**src/rtl/sd_ctrl.sv**
```systemverilog
// sd_ctrl: sequencing controller for the synaptic-dendrite accumulator.
// Issues axon events as read-modify-write accumulations with a one-cycle
// bubble on back-to-back same-neuron hits. Arbitrates host vm/weight
// accesses against axon traffic with a starvation limit. Runs the per-tick
// drain / bank-swap / read-clear sweep over the ping-pong vm buffer.
module sd_ctrl #(
  parameter int NNW        = 12,
  parameter int WD         = 6,
  parameter int VW         = 20,
  parameter int WW         = 16,
  parameter int LAN_num    = 2,
  parameter int NEURON_NUM = 4096,
  parameter int HOST_WAIT  = 16
) (
  input  logic               clk_SD,
  input  logic               rst,
  // axon events
  input  logic               ev_vld,
  output logic               ev_rdy,
  input  logic [NNW-1:0]     ev_vm_addr,
  input  logic [WD-1:0]      ev_wgt_addr,
  input  logic [LAN_num-1:0] ev_lans,
  // tick control
  input  logic               tick_req,
  input  logic               tick_clear_only,
  output logic               tick_busy,
  output logic               tick_done,
  // host access
  input  logic               host_req,
  output logic               host_gnt,
  input  logic               host_we,
  input  logic               host_sel,
  input  logic [NNW-1:0]     host_addr,
  input  logic [VW-1:0]      host_wdata,
  output logic               host_rvld,
  output logic [VW-1:0]      host_rdata,
  // axon path to sd
  output logic               axon_sd_vld,
  output logic [NNW-1:0]     axon_sd_vm_addr,
  output logic [WD-1:0]      axon_sd_wgt_addr,
  output logic [LAN_num-1:0] axon_sd_lans,
  // sweep / config path to sd
  output logic               config_sd_vld,
  output logic               config_sd_clear,
  output logic               config_sd_start,
  output logic [NNW-1:0]     config_sd_vm_addr,
  output logic               config_sd_vm_we,
  output logic [NNW-1:0]     config_sd_vm_waddr,
  output logic [VW-1:0]      config_sd_vm_wdata,
  output logic               config_sd_vm_re,
  output logic [NNW-1:0]     config_sd_vm_raddr,
  output logic               config_sd_wgt_we,
  output logic [WD-1:0]      config_sd_wgt_waddr,
  output logic [WW-1:0]      config_sd_wgt_wdata,
  output logic               config_sd_wgt_re,
  output logic [WD-1:0]      config_sd_wgt_raddr,
  input  logic [VW-1:0]      config_sd_vm_rdata,
  input  logic [WW-1:0]      config_sd_wgt_rdata,
  // soma qualifier
  output logic               soma_vld,
  output logic [NNW-1:0]     soma_addr
);

  localparam int WCW = (HOST_WAIT < 1) ? 1 : $clog2(HOST_WAIT + 1);
  localparam logic [WCW-1:0] WAIT_LIM  = WCW'(HOST_WAIT);
  localparam logic [NNW-1:0] LAST_ADDR = NNW'(NEURON_NUM - 1);

  typedef enum logic [2:0] {
    S_IDLE  = 3'd0,
    S_DRAIN = 3'd1,
    S_START = 3'd2,
    S_SWEEP = 3'd3,
    S_DONE  = 3'd4
  } state_t;

  state_t           state;
  state_t           state_nxt;
  logic [NNW-1:0]   cnt;
  logic [NNW-1:0]   cnt_nxt;
  logic             clear_only;
  logic             clear_only_nxt;

  logic             fsm_block;
  logic             sweep_vld;
  logic             start_pulse;
  logic             done_pulse;
  logic             busy;

  logic             last_vld;
  logic [NNW-1:0]   last_addr;
  logic [WCW-1:0]   wait_cnt;
  logic [WCW-1:0]   wait_nxt;
  logic             hazard;
  logic             starve;
  logic             issue;
  logic             gnt;
  logic             vm_wr_req;

  logic             rd_pend;
  logic             rd_sel;

  // Tick sequencer: next state, sweep counter and per-state decodes.
  always_comb begin
    state_nxt      = state;
    cnt_nxt        = cnt;
    clear_only_nxt = clear_only;
    fsm_block      = 1'b0;
    sweep_vld      = 1'b0;
    start_pulse    = 1'b0;
    done_pulse     = 1'b0;
    busy           = 1'b0;
    case (state)
      S_IDLE: begin
        if (tick_req) begin
          state_nxt      = S_DRAIN;
          clear_only_nxt = tick_clear_only;
        end else begin
          state_nxt = S_IDLE;
        end
      end
      S_DRAIN: begin
        busy      = 1'b1;
        fsm_block = 1'b1;
        // Wait for the write-back of an event issued last cycle.
        if (!last_vld) begin
          state_nxt = S_START;
        end else begin
          state_nxt = S_DRAIN;
        end
      end
      S_START: begin
        busy        = 1'b1;
        fsm_block   = 1'b1;
        start_pulse = 1'b1;
        cnt_nxt     = {NNW{1'b0}};
        state_nxt   = S_SWEEP;
      end
      S_SWEEP: begin
        busy      = 1'b1;
        sweep_vld = 1'b1;
        if (cnt == LAST_ADDR) begin
          cnt_nxt   = {NNW{1'b0}};
          state_nxt = S_DONE;
        end else begin
          cnt_nxt   = cnt + {{(NNW-1){1'b0}}, 1'b1};
          state_nxt = S_SWEEP;
        end
      end
      S_DONE: begin
        done_pulse = 1'b1;
        // Busy is already low here, so a new request starts a fresh tick.
        if (tick_req) begin
          state_nxt      = S_DRAIN;
          clear_only_nxt = tick_clear_only;
        end else begin
          state_nxt = S_IDLE;
        end
      end
      default: begin
        state_nxt      = S_IDLE;
        cnt_nxt        = {NNW{1'b0}};
        clear_only_nxt = 1'b0;
      end
    endcase
  end

  // Tick sequencer state, sweep counter and latched clear-only mode.
  always_ff @(posedge clk_SD) begin
    if (rst) begin
      state      <= S_IDLE;
      cnt        <= {NNW{1'b0}};
      clear_only <= 1'b0;
    end else begin
      state      <= state_nxt;
      cnt        <= cnt_nxt;
      clear_only <= clear_only_nxt;
    end
  end

  // Event acceptance and host grant; events win, host is protected from
  // starvation by stealing one event slot when the wait limit is reached.
  always_comb begin
    hazard    = last_vld & (ev_vm_addr == last_addr);
    starve    = (wait_cnt == WAIT_LIM);
    ev_rdy    = ~rst & ~fsm_block & ~hazard & ~starve;
    issue     = ev_vld & ev_rdy;
    vm_wr_req = host_we & ~host_sel;
    // A vm write collides with the sd write-back port when last_vld is set.
    gnt       = ~rst & host_req & ~issue & ~(vm_wr_req & last_vld);
    host_gnt  = gnt;
    if (host_req & ~gnt) begin
      if (starve) begin
        wait_nxt = {WCW{1'b0}};
      end else begin
        wait_nxt = wait_cnt + {{(WCW-1){1'b0}}, 1'b1};
      end
    end else begin
      wait_nxt = {WCW{1'b0}};
    end
  end

  // Record the issue of cycle t so cycle t+1 can see the pending write-back.
  always_ff @(posedge clk_SD) begin
    if (rst) begin
      last_vld  <= 1'b0;
      last_addr <= {NNW{1'b0}};
      wait_cnt  <= {WCW{1'b0}};
    end else begin
      last_vld  <= issue;
      last_addr <= issue ? ev_vm_addr : last_addr;
      wait_cnt  <= wait_nxt;
    end
  end

  // Host read pending flag and memory select, one cycle behind the grant.
  always_ff @(posedge clk_SD) begin
    if (rst) begin
      rd_pend <= 1'b0;
      rd_sel  <= 1'b0;
    end else begin
      rd_pend <= gnt & ~host_we;
      rd_sel  <= gnt ? host_sel : rd_sel;
    end
  end

  // Soma qualifier aligned with the sd read data one cycle after the sweep.
  always_ff @(posedge clk_SD) begin
    if (rst) begin
      soma_vld  <= 1'b0;
      soma_addr <= {NNW{1'b0}};
    end else begin
      soma_vld  <= sweep_vld & ~clear_only;
      soma_addr <= sweep_vld ? cnt : {NNW{1'b0}};
    end
  end

  // Drive the sd ports; address/data are zero whenever their strobe is low.
  always_comb begin
    axon_sd_vld      = issue;
    axon_sd_vm_addr  = issue ? ev_vm_addr  : {NNW{1'b0}};
    axon_sd_wgt_addr = issue ? ev_wgt_addr : {WD{1'b0}};
    axon_sd_lans     = issue ? ev_lans     : {LAN_num{1'b0}};

    config_sd_vld     = sweep_vld;
    config_sd_clear   = sweep_vld & clear_only;
    config_sd_start   = start_pulse;
    config_sd_vm_addr = sweep_vld ? cnt : {NNW{1'b0}};

    config_sd_vm_we    = gnt & vm_wr_req;
    config_sd_vm_waddr = config_sd_vm_we ? host_addr  : {NNW{1'b0}};
    config_sd_vm_wdata = config_sd_vm_we ? host_wdata : {VW{1'b0}};
    config_sd_vm_re    = gnt & ~host_we & ~host_sel;
    config_sd_vm_raddr = config_sd_vm_re ? host_addr  : {NNW{1'b0}};

    config_sd_wgt_we    = gnt & host_we & host_sel;
    config_sd_wgt_waddr = config_sd_wgt_we ? host_addr[WD-1:0]  : {WD{1'b0}};
    config_sd_wgt_wdata = config_sd_wgt_we ? host_wdata[WW-1:0] : {WW{1'b0}};
    config_sd_wgt_re    = gnt & ~host_we & host_sel;
    config_sd_wgt_raddr = config_sd_wgt_re ? host_addr[WD-1:0]  : {WD{1'b0}};

    tick_busy = busy;
    tick_done = done_pulse;
    host_rvld = rd_pend;
    if (rd_pend) begin
      if (rd_sel) begin
        host_rdata = VW'(config_sd_wgt_rdata);
      end else begin
        host_rdata = config_sd_vm_rdata;
      end
    end else begin
      host_rdata = {VW{1'b0}};
    end
  end

endmodule

```
**config.mk**
```make
export PLATFORM = sky130hd
export DESIGN_NAME = sd_ctrl
export DESIGN_NICKNAME = d
export VERILOG_FILES = /design/src/rtl/sd_ctrl.sv
export SDC_FILE = /design/constraint.sdc
export NUM_CORES = 1
export LEC_CHECK = 0
export CAP_MARGIN = 20
export CORE_UTILIZATION = 34
export DETAILED_ROUTE_END_ITERATION = 10
export PLACE_DENSITY = 0.84
export SYNTH_ARGS = -nofsm -noshare
export SYNTH_HDL_FRONTEND = slang
export SYNTH_SLANG_ARGS = --single-unit
```
**constraint.sdc**
```tcl
create_clock -name clk_SD -period 4.5 [get_ports clk_SD]
set_input_delay 1.35 -clock clk_SD [delete_from_list [all_inputs] [get_ports clk_SD]]
set_output_delay 1.35 -clock clk_SD [all_outputs]
set_load 0.02 [all_outputs]
```
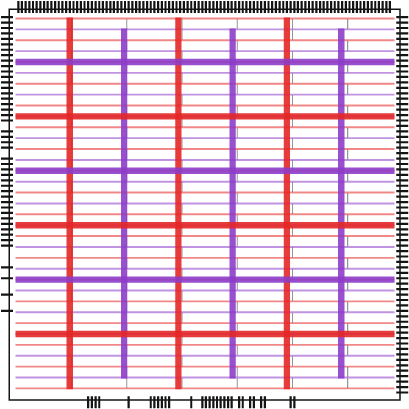
(supply network)
(4 px per um) Pins as bars on the die edge. Tap cells in gray.
legend:
  purple:
    net: VDD
  red:
    net: VSS
tap cells: 108
met5 straps: 6
met1 rails: 35
rows: 34
vertical die dimension: 97.3 um
maximum vdd drop: 192 uV

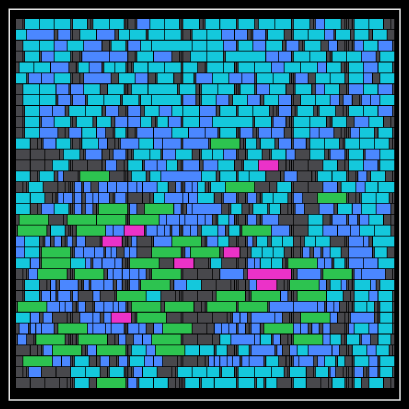
(cell classes on the final placement)
(4 px per um) Fill, decap, tap and diode cells in gray.
legend:
  green:
    class: registers
    cells: 49
    share_of_their_area: 15%
  cyan:
    class: remaining buffers and delay cells
    cells: 304
    share_of_their_area: 47%
  blue:
    class: remaining logic cells
    cells: 321
    share_of_their_area: 37%
  magenta:
    class: clock drivers and dummy loads
    cells: 8
    share_of_their_area: 1.9%
final standard cell utilization of the core: 76.6%
cell row count: 34

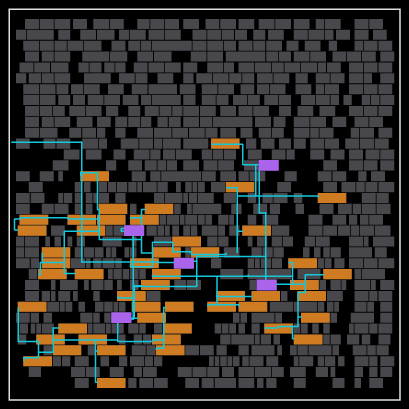
(routed clock nets over the placement)
(4 px per um)
legend:
  purple:
    item: clock-net drivers
    count: 5
  cyan:
    item: clock wires
    length: 609 um
  orange:
    item: flip-flops
    count: 49
routed clock nets: 6
clock distribution power: 0.341 mW
clock group share of total power: 26.6%
source-to-sink clock delay at the later pin of the worst-skew pair: 0.31 ns
Worst Clk Skew: 0.00429 ns

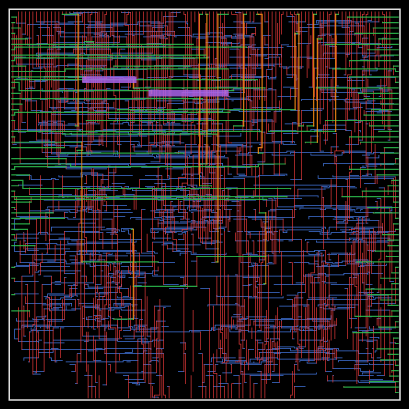
(metal layers overlaid)
(4 px per um)
legend:
  blue:
    layer: M1
    wire_length: 5410 um
  purple:
    layer: M5
    wire_length: 30.4 um
  red:
    layer: M2
    wire_length: 7160 um
  green:
    layer: M3
    wire_length: 1690 um
  orange:
    layer: M4
    wire_length: 438 um
wire length reported by the detailed router: 14700 um
Routed WL per cell: 18.5 um
total global routing track utilization: 29.4%
total number of vias: 3944

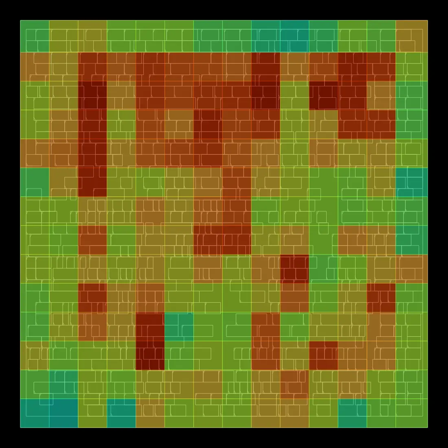
(track usage over the die)
met3 Resource Use GR: 15.3%
most used routing layer: met2

-- power by group through the flow --
stage | logic, mW | registers, mW | clock network (mW)
after floorplan | 0.186 | 0.476 | 0
after global placement | 0.399 | 0.486 | 0
after detailed placement | 0.406 | 0.488 | 0
after CTS | 0.443 | 0.480 | 0.347
after global routing | 0.488 | 0.483 | 0.365
final | 0.459 | 0.480 | 0.341
-- logic make-up after synthesis --
| group | after synthesis | synth area share [%] |
|---|---|---|
| DFF | 49 | 31.8 |
| xor gates and xnor gates | 24 | 6.80 |
| and+or+nand+nor | 212 | 40.1 |
| adders and majority gates | 3 | 1.22 |
| buffers and inverters | 42 | 5.31 |
| AOI/OAI and AO/OA | 49 | 9.60 |
| muxes | 16 | 5.18 |
-- worst paths after layout --
kind / startpoint / endpoint / slack (ns)
worst max-delay path: ev_vm_addr[4] / config_sd_vm_waddr[5] / -0.32
worst min-delay path: clear_only / soma_vld / 0.49
worst max register to register: last_addr[11] / host_rvld / 2.19
worst min register to register: clear_only / soma_vld / 0.49
-- state kept, by name, indices dropped and copies added (netlist names) --
register,count
state,3
clear_only,1
soma_vld,1
last_addr,12
cnt,12
soma_addr,12
last_vld,1
host_rvld,1
rd_sel,1
wait_cnt,5
-- stage by stage --
step	hold slack, ns	cells	instance area, sq um	power, mW
6_report	0.487	794	6720	1.28
5_1_grt	0.510	791	6710	1.34
4_1_cts	0.488	791	6550	1.27
3_5_place_dp	0.466	756	5870	0.894
3_3_place_gp	0.466	756	5870	0.885
2_1_floorplan	0.409	395	3090	0.662
-- metal layers --
metal / vias to the layer above / share of wire, %
li1: 1901 / -
met1: 1843 / 37
met2: 162 / 49
met3: 34 / 11
met4: 4 / 3.0
met5: - / 0.20
==> results.txt <==
Notes on the flow outputs.

- The sequential portion of the cell area reads 14.6%.
- After layout, the worst setup slack is -0.324 ns.
- The final tally of max-slew violations reads 0.
- The signal on the critical path passes through buf_8 -> xnor2_2 -> nand4_1 -> or4_4 -> a2111oi_4 -> buf_6 -> buf_12 -> buf_16 -> buf_6 -> and2_4 -> buf_6.
- The number of non-clock inverters is 17.
- The clock-pin slew of the registers on the worst-case setup and hold paths reads 0.09 ns.
- The number of CTS-inserted buffers is 5.
- Routability-driven placement finished with a final weighted congestion of 0.945.
- Per the post-synthesis stats, the area per cell is 7.82 sq um.
- The clock buffer count in the final layout is 6.
- The total number of clock tree sinks is 49.
- The DRC violation total after the first TritonRoute iteration reads 112.
- The count of nets after finishing reads 780.
- The kind of cell adding the most delay to the critical path is simple AND/OR/NAND/NOR gates.
- In the hold timing report, the worst path depth is 1.
- The routed layout reports a DRC error count of 0.
- The buffer and inverter count on the worst path reads 6.
- The final-layout non-clock buffer area share is 45.6%.
- In this run the post-CTS setup repair buffer count came out at 22.
- In the final layout, flip-flops and latches occupy 981 sq um.
- The flow ran to the end, but the final reports show violations.
- After synthesis, the most frequently instantiated cells are sky130_fd_sc_hd__and2_1, sky130_fd_sc_hd__dfxtp_1, sky130_fd_sc_hd__a21oi_1.
- In this run the cell area of the synthesized design comes to 0.00309 sq mm.
- The largest net degree at the start of global routing is 24.
- The number of setup violations in the final report reads 95.
- Per the final report, the share of cell area in clock cells is 1.84%.
- The post-cts gate resize count is 596.
- The internal power of the cells totals 0.884 mW.
- The checks that failed: negative setup slack.
- The cts-stage hold buffer count reads 0.
- STA classifies the critical path endpoint as a primary output.
- Per Yosys stat, the portion of area used by sequential elements is 31.8%.
- The number of global-route vias before repair came to 3993.
- The synthesis-stage register bit count is 49.
- The detailed-placement wirelength estimate is 10300 um.
- In this run the deepest clock path goes through 2 buffers.
- The total overflow reported by the global router reads 0.
- The switching part of the total power is 30.9%.
- The plain and repair buffers instantiated in the layout total 304.
- The most used logic cell in the final layout reads sky130_fd_sc_hd__clkdlybuf4s50_1.
- Counting endpoints that fail hold in the final report gives 0.
- The number of cells reported by Yosys stat comes to 395.
- The tap cell instance count is 108.
- Of the cells placed in the final design, the portion with a size suffix greater than 1 is 37.8%.
Power is estimated from default activity; no workload was simulated.
